===== src/rtl/kuart_cmd_injector.sv =====
// kuart_cmd_injector
// ------------------
// Simulation-support stimulus block for the kernel console UART. Once armed
// by a rising edge on `start`, it waits for the CPU to print the prompt byte.
// It then sends the command string CMD one byte at a time. After each accepted
// byte it waits GAP_CYCLES idle cycles. It reports completion on `done` and a
// stalled wait on `timeout`.
//
// Optional build macro: ECHO_CHECK_EN
//   Defined   - bytes the CPU emits after the prompt are compared in order
//               against the command. A mismatch sets echo_err and the block
//               ends in FAIL. After the last byte is sent, the block waits in
//               WAIT_ECHO until every byte has been echoed.
//   Undefined - bytes from the CPU are ignored after the prompt, and
//               echo_err is tied to 0.
//
// Ports
//   clk                  in   1  sole clock
//   reset                in   1  synchronous, active-high
//   start                in   1  level; a rising edge arms the block in IDLE
//   kuart_from_cpu       in   8  console byte from the CPU
//   kuart_from_cpu_valid in   1  one-cycle strobe qualifying kuart_from_cpu
//   kuart_to_cpu         out  8  command byte presented to the CPU
//   kuart_to_cpu_valid   out  1  byte valid, held until accepted
//   kuart_to_cpu_ready   in   1  CPU acceptance
//   busy                 out  1  high outside IDLE/DONE/FAIL
//   done                 out  1  sticky, command fully sent (and echoed)
//   timeout              out  1  sticky, a wait state exceeded TIMEOUT_CYCLES
//   echo_err             out  1  sticky, echoed byte mismatch
//   chars_sent           out  8  bytes accepted by the CPU, saturating at 255
//
// Handshake: a byte transfers on a rising clock edge where valid and ready
// are both high. While valid is high without ready, the data and valid
// outputs hold their values. Ready has no effect while valid is low.

module kuart_cmd_injector #(
    parameter int unsigned          CMD_LEN        = 4,
    parameter logic [8*CMD_LEN-1:0] CMD            = "ram\n",
    parameter logic [7:0]           PROMPT         = 8'h3e,
    parameter int unsigned          GAP_CYCLES     = 16,
    parameter logic [31:0]          TIMEOUT_CYCLES = 32'd1_000_000
) (
    input  logic       clk,
    input  logic       reset,
    input  logic       start,
    input  logic [7:0] kuart_from_cpu,
    input  logic       kuart_from_cpu_valid,
    output logic [7:0] kuart_to_cpu,
    output logic       kuart_to_cpu_valid,
    input  logic       kuart_to_cpu_ready,
    output logic       busy,
    output logic       done,
    output logic       timeout,
    output logic       echo_err,
    output logic [7:0] chars_sent
);

    localparam logic [2:0] S_IDLE        = 3'd0;
    localparam logic [2:0] S_WAIT_PROMPT = 3'd1;
    localparam logic [2:0] S_SEND        = 3'd2;
    localparam logic [2:0] S_GAP         = 3'd3;
    localparam logic [2:0] S_WAIT_ECHO   = 3'd4;
    localparam logic [2:0] S_DONE        = 3'd5;
    localparam logic [2:0] S_FAIL        = 3'd6;

    logic [2:0]  state_q, state_d;
    logic        start_d_q;
    logic [7:0]  idx_q, idx_d;
    logic [7:0]  data_q, data_d;
    logic        valid_q, valid_d;
    logic [31:0] tcnt_q, tcnt_d;
    logic [15:0] gap_cnt_q, gap_cnt_d;
    logic [7:0]  chars_q, chars_d;
    logic        done_q, done_d;
    logic        timeout_q, timeout_d;

    logic [31:0] tcnt_inc;
    logic        timed_out;
    logic        handshake;
    logic        gap_over;
    logic        more_bytes;
    logic        echo_mismatch;

    // Command byte i, first character of the string literal first.
    function automatic logic [7:0] cmd_byte(input logic [7:0] i);
        cmd_byte = 8'h00;
        for (int k = 0; k < int'(CMD_LEN); k++) begin
            if (i == 8'(k)) begin
                cmd_byte = CMD[8*(int'(CMD_LEN)-1-k) +: 8];
            end
        end
    endfunction

    // Wait counter saturates instead of wrapping.
    assign tcnt_inc   = (tcnt_q == 32'hffff_ffff) ? tcnt_q : tcnt_q + 32'd1;
    assign timed_out  = (tcnt_inc >= TIMEOUT_CYCLES);
    assign handshake  = valid_q & kuart_to_cpu_ready;
    // GAP_CYCLES == 0 still spends one cycle in GAP.
    assign gap_over   = (GAP_CYCLES == 0) ||
                        (({1'b0, gap_cnt_q} + 17'd1) >= 17'(GAP_CYCLES));
    assign more_bytes = ({1'b0, idx_q} < 9'(CMD_LEN));

`ifdef ECHO_CHECK_EN
    logic [7:0] echo_idx_q, echo_idx_d;
    logic       echo_err_q, echo_err_d;
    logic       echo_complete;

    // Echo tracking is active from prompt acceptance until the block
    // finishes, so echoes arriving during SEND/GAP are counted.
    always_comb begin
        echo_idx_d    = echo_idx_q;
        echo_mismatch = 1'b0;
        if (state_q == S_IDLE) begin
            echo_idx_d = 8'd0;
        end else if ((state_q == S_SEND || state_q == S_GAP ||
                      state_q == S_WAIT_ECHO) && kuart_from_cpu_valid &&
                     ({1'b0, echo_idx_q} < 9'(CMD_LEN))) begin
            if (kuart_from_cpu == cmd_byte(echo_idx_q)) begin
                echo_idx_d = echo_idx_q + 8'd1;
            end else begin
                echo_mismatch = 1'b1;
            end
        end
        echo_complete = ({1'b0, echo_idx_d} == 9'(CMD_LEN));
        echo_err_d    = echo_err_q | echo_mismatch;
    end

    always_ff @(posedge clk) begin
        if (reset) begin
            echo_idx_q <= 8'd0;
            echo_err_q <= 1'b0;
        end else begin
            echo_idx_q <= echo_idx_d;
            echo_err_q <= echo_err_d;
        end
    end

    assign echo_err = echo_err_q;
`else
    assign echo_mismatch = 1'b0;
    assign echo_err      = 1'b0;
`endif

    always_comb begin
        state_d   = state_q;
        idx_d     = idx_q;
        data_d    = data_q;
        valid_d   = valid_q;
        tcnt_d    = tcnt_inc;
        gap_cnt_d = gap_cnt_q;
        chars_d   = chars_q;
        done_d    = done_q;
        timeout_d = timeout_q;

        if (handshake && chars_q != 8'hff) begin
            chars_d = chars_q + 8'd1;
        end

        case (state_q)
            S_IDLE: begin
                tcnt_d = 32'd0;
                idx_d  = 8'd0;
                if (start && !start_d_q) begin
                    state_d = S_WAIT_PROMPT;
                end
            end
            S_WAIT_PROMPT: begin
                // The prompt takes priority over a timeout in the same cycle.
                if (kuart_from_cpu_valid && kuart_from_cpu == PROMPT) begin
                    state_d = S_SEND;
                    tcnt_d  = 32'd0;
                    valid_d = 1'b1;
                    data_d  = cmd_byte(idx_q);
                end else if (timed_out) begin
                    state_d   = S_FAIL;
                    timeout_d = 1'b1;
                end
            end
            S_SEND: begin
                if (echo_mismatch) begin
                    state_d = S_FAIL;
                    valid_d = 1'b0;
                end else if (handshake) begin
                    state_d   = S_GAP;
                    idx_d     = idx_q + 8'd1;
                    valid_d   = 1'b0;
                    gap_cnt_d = 16'd0;
                end else if (timed_out) begin
                    state_d   = S_FAIL;
                    timeout_d = 1'b1;
                    valid_d   = 1'b0;
                end
            end
            S_GAP: begin
                gap_cnt_d = gap_cnt_q + 16'd1;
                if (echo_mismatch) begin
                    state_d = S_FAIL;
                end else if (gap_over) begin
                    if (more_bytes) begin
                        state_d = S_SEND;
                        tcnt_d  = 32'd0;
                        valid_d = 1'b1;
                        data_d  = cmd_byte(idx_q);
                    end else begin
`ifdef ECHO_CHECK_EN
                        state_d = S_WAIT_ECHO;
                        tcnt_d  = 32'd0;
`else
                        state_d = S_DONE;
                        done_d  = 1'b1;
`endif
                    end
                end
            end
            S_WAIT_ECHO: begin
`ifdef ECHO_CHECK_EN
                if (echo_mismatch) begin
                    state_d = S_FAIL;
                end else if (echo_complete) begin
                    state_d = S_DONE;
                    done_d  = 1'b1;
                end else if (timed_out) begin
                    state_d   = S_FAIL;
                    timeout_d = 1'b1;
                end
`else
                // Not reachable without echo checking.
                state_d = S_IDLE;
`endif
            end
            S_DONE: begin
                state_d = S_DONE;
            end
            S_FAIL: begin
                state_d = S_FAIL;
                valid_d = 1'b0;
            end
            default: begin
                state_d = S_IDLE;
                valid_d = 1'b0;
            end
        endcase
    end

    always_ff @(posedge clk) begin
        if (reset) begin
            state_q   <= S_IDLE;
            start_d_q <= 1'b0;
            idx_q     <= 8'd0;
            data_q    <= 8'h00;
            valid_q   <= 1'b0;
            tcnt_q    <= 32'd0;
            gap_cnt_q <= 16'd0;
            chars_q   <= 8'd0;
            done_q    <= 1'b0;
            timeout_q <= 1'b0;
        end else begin
            state_q   <= state_d;
            start_d_q <= start;
            idx_q     <= idx_d;
            data_q    <= data_d;
            valid_q   <= valid_d;
            tcnt_q    <= tcnt_d;
            gap_cnt_q <= gap_cnt_d;
            chars_q   <= chars_d;
            done_q    <= done_d;
            timeout_q <= timeout_d;
        end
    end

    assign kuart_to_cpu       = data_q;
    assign kuart_to_cpu_valid = valid_q;
    assign busy               = (state_q != S_IDLE) && (state_q != S_DONE) &&
                                (state_q != S_FAIL);
    assign done               = done_q;
    assign timeout            = timeout_q;
    assign chars_sent         = chars_q;

endmodule


===== config.mk =====
export PLATFORM = sky130hd
export DESIGN_NAME = kuart_cmd_injector
export DESIGN_NICKNAME = d
export VERILOG_FILES = /design/src/rtl/kuart_cmd_injector.sv
export SDC_FILE = /design/constraint.sdc
export NUM_CORES = 1
export LEC_CHECK = 0
export ABC_AREA = 1
export CAP_MARGIN = 10
export CORE_MARGIN = 2
export CORE_UTILIZATION = 55
export DETAILED_ROUTE_END_ITERATION = 6
export PLACE_DENSITY = 0.84
export SYNTH_ARGS = -nofsm -noshare
export SYNTH_HDL_FRONTEND = slang
export SYNTH_SLANG_ARGS = --single-unit

===== constraint.sdc =====
create_clock -name clk -period 4.36 [get_ports clk]
set_clock_uncertainty 0.15 [all_clocks]
set_input_delay 0.436 -clock clk [delete_from_list [all_inputs] [get_ports clk]]
set_output_delay 0.436 -clock clk [all_outputs]
set_load 0.1 [all_outputs]

==> flow_metrics.env <==
# physical design summary
export IMPL_outcome="completed"
export IMPL_netlist_top_cells_count="218 x sky130_fd_sc_hd__nand2_1, 138 x sky130_fd_sc_hd__nor2_1, 103 x sky130_fd_sc_hd__inv_1"
export IMPL_detailed_route_wire_length_on_metal_1_um=4990
export IMPL_core_area_sq_mm=0.00822
export IMPL_worstPathArrival_ns=2.38
export IMPL_detail_route_antenna_nets=0
export IMPL_first_pass_grt_wire_length_um=19100
export IMPL_worst_slew_pin_transition_ns=0.995
export IMPL_r2r_start="tcnt_q[0]"
export IMPL_cts_buffers_inserted=9
export IMPL_switching_share_of_power=0.210
export IMPL_power_sequential_fraction=0.474
export IMPL_final_cells=896
export IMPL_cts_repair_timing_setup_buffer_count=0
export IMPL_num_vias=4725
export IMPL_intPower_uw=1180
export IMPL_setup_viol=0
export IMPL_numClockSinks=77
export IMPL_crit_path_start_kind="flip-flop"
export IMPL_placementRows=33
export IMPL_path_delay_family="buffers and inverters"
export IMPL_postSynthCellCount=755
export IMPL_synth_cell_area_sq_mm=0.00466
export IMPL_drc=0
export IMPL_top_power_group="clock"
export IMPL_power_ir_vdd_worst_mv=0.190
export IMPL_area_growth_syn_to_layout_pct=13.6
export IMPL_dieWidth_um=96.1
export IMPL_yosysSeqAreaShare=0.331
export IMPL_cp_end_kind="output port"
export IMPL_finalClockPeriodUsage=0.680
export IMPL_clock_power_share=0.483
export IMPL_insertedDiodeCount=0
export IMPL_stage_log_warnings=31
export IMPL_layout_top_cell="sky130_fd_sc_hd__nand2_1"
export IMPL_worst_path_max_fanout=5
export IMPL_power_per_cell_area_mw_per_mm2=281
export IMPL_yosys_warnings=0
export IMPL_worstSkewPairLatency_ns=0.36
export IMPL_fp_utilization=0.567
export IMPL_post_cts_resized_instances=0
export IMPL_critPathRequiredTime_ns=3.77
export IMPL_p_clk_uw=719
export IMPL_post_drt_wl_per_cell_um=12.7
export IMPL_net_switching_uw=313
export IMPL_crit_reg2reg_capture="state_q[2]"
export IMPL_io_buffer_count=31
export IMPL_routabilityCongestion=1.03
export IMPL_criticalPathCategory="flip-flop to output port"
export IMPL_met2RoutedLength_um=5370
export IMPL_rsz0062_at_grt="no"
export IMPL_power_combinational_fraction=0.043
export IMPL_netlist_top_cell_by_instances="sky130_fd_sc_hd__nand2_1"
export IMPL_synthTopCellsByArea="sky130_fd_sc_hd__dfxtp_1 33%, sky130_fd_sc_hd__nand2_1 18%, sky130_fd_sc_hd__nor2_1 11%"
export IMPL_numSynthFlops=77
export IMPL_cts_hold_buffers_added=0
export IMPL_layout_min_cycle_time_ns=2.97
export IMPL_drt_wl_total_um=11400
export IMPL_yosys_area_top_type_share=0.331
export IMPL_worstHoldPathType="flip-flop to flip-flop"
export IMPL_grt_pass1_vias=4459
export IMPL_clock_tree_from_tritoncts="yes"
export IMPL_cts_root_buffer_cell="sky130_fd_sc_hd__clkbuf_8"
export IMPL_power_leakage_uw=0.00219
export IMPL_final_cell_mix="218 x sky130_fd_sc_hd__nand2_1, 138 x sky130_fd_sc_hd__nor2_1, 103 x sky130_fd_sc_hd__inv_1, 77 x sky130_fd_sc_hd__dfxtp_1, 53 x sky130_fd_sc_hd__nand3_1"
export IMPL_fp_dieArea_sq_mm=0.00923
export IMPL_routed_via_density=5.27
export IMPL_syn_area_per_cell_sq_um=6.17
export IMPL_worstRegToRegCells=18
export IMPL_yosys_most_used_dff="sky130_fd_sc_hd__dfxtp_1"
export IMPL_edf_count=0
export IMPL_worstHoldStart="kuart_to_cpu[2]"
export IMPL_detailroute_wirelength_met3_um=507
export IMPL_grt_antenna_before_repair=0
export IMPL_routed_top_layer="met4"
export IMPL_initialDrtViolationCount=160
export IMPL_clk_path_buf_depth=2
export IMPL_timing_fmax_ghz=0.337
export IMPL_cts_reportedPaths_clkPinSlew_ns=0.07
export IMPL_cts_htree_levels=3
export IMPL_combinationalPower_uw=63.7
export IMPL_sequential_power_uw=706
export IMPL_timing_critical_path_slowest_stage_cell="sky130_fd_sc_hd__clkdlybuf4s50_1"
## state kept, by name, summed over array words and instances, names as in the netlist
name                cells
state_q                 3
gap_cnt_q              16
start_d_q               1
idx_q                   8
kuart_to_cpu_valid      1
kuart_to_cpu            6
chars_sent              8
tcnt_q                 32
timeout                 1
done                    1
## worst min-delay path, delay by kind of cell, from the launching register on
family / cells / cell delay [ns]
flip-flops: 1 / 0.32
AND/OR/NAND/NOR: 1 / 0.06
AND-OR/OR-AND: 1 / 0.05
## layer usage
layer	vias to the layer above	global-route usage
li1	2424	-
met1	2130	0.316
met2	128	0.439
met3	43	0.0431
met4	0	0.148
met5	-	0
## cell type report
| class | count | area [sq um] |
|---|---|---|
| clock buffers | 11 | 141 |
| well taps | 105 | 131 |
| multi-input cells | 561 | 2640 |
| repair buffers | 34 | 333 |
| clock inverters | 4 | 120 |
| flip-flops and latches | 77 | 1540 |
| fillers | 719 | 2920 |
| inverters | 104 | 390 |
## per-stage QoR
stage          setup WS, ns  utilization  power [uW]  area, sq um
2_1_floorplan          1.90            -         768         4670
3_3_place_gp           1.67        0.613         784         5030
3_5_place_dp           1.57        0.613         785         5030
4_1_cts                1.40        0.645        1500         5300
5_1_grt                1.25        0.645        1520         5300
6_report               1.39        0.645        1490         5300
## kinds of logic (layout without fill, tap and decap cells)
family / after synthesis / in the layout / share of synthesized area
xor+xnor: 17 / 17 / 0.0319
compound gates: 71 / 71 / 0.0853
simple gates: 462 / 462 / 0.424
flops: 77 / 77 / 0.331
buf+inv: 118 / 153 / 0.104
mux: 1 / 1 / 0.00215
other cells: 1 / 2 / 0.000804
fa+ha+maj: 8 / 8 / 0.0215
Fig. 1: routed clock nets over the placement
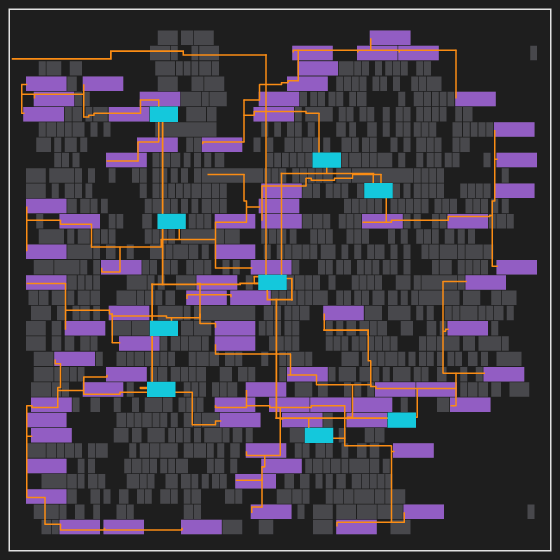
Purple marks flip-flops, count 77. Orange marks clock wires, length 1040 um. Cyan marks clock-net drivers, count 9.
There are 10 routed clock nets.

Fig. 2: nets reached from selected ports
Scale bar: 20 um.
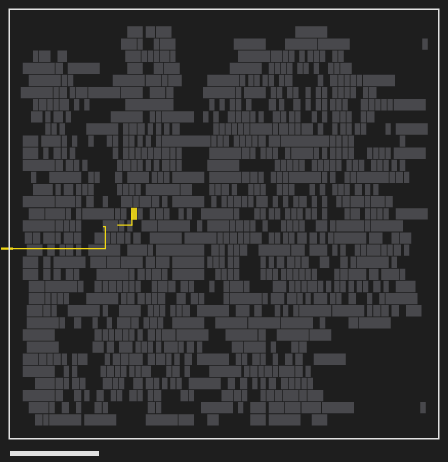
Yellow marks `kuart_to_cpu_ready`, direction input, edge left, end cells 1, wire 32.3 um.

Fig. 3: routing congestion map
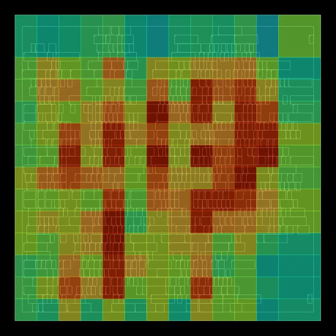
met1 routing resource usage after global routing: 0.316
final cell utilization of the core: 0.645
overall routing resource usage: 0.262
met2 track utilization from global routing: 0.439
busiest metal layer after global routing: met2

Fig. 4: register map, names as in the netlist
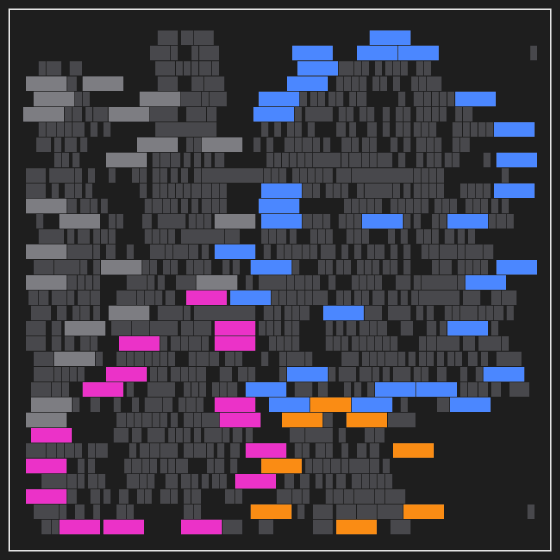
Orange marks `chars_sent`, placed flops 8. Magenta marks `gap_cnt_q`, placed flops 16. Blue marks `tcnt_q`, placed flops 32.
Another 21 sequential cells are not colored.

Fig. 5: M1 wires
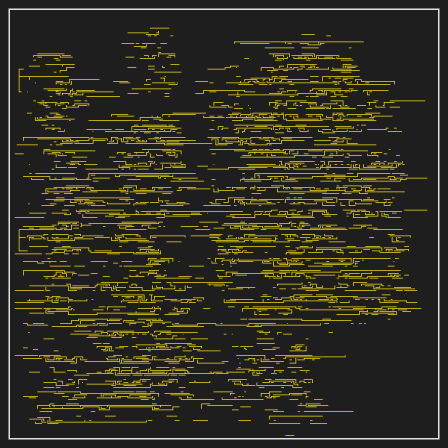
The layer holds 44% of the routed length. The layer carries 4990 um of wire. The wires run mostly horizontal.

Power figures rest on the tool's default switching activity, not on a simulated workload.
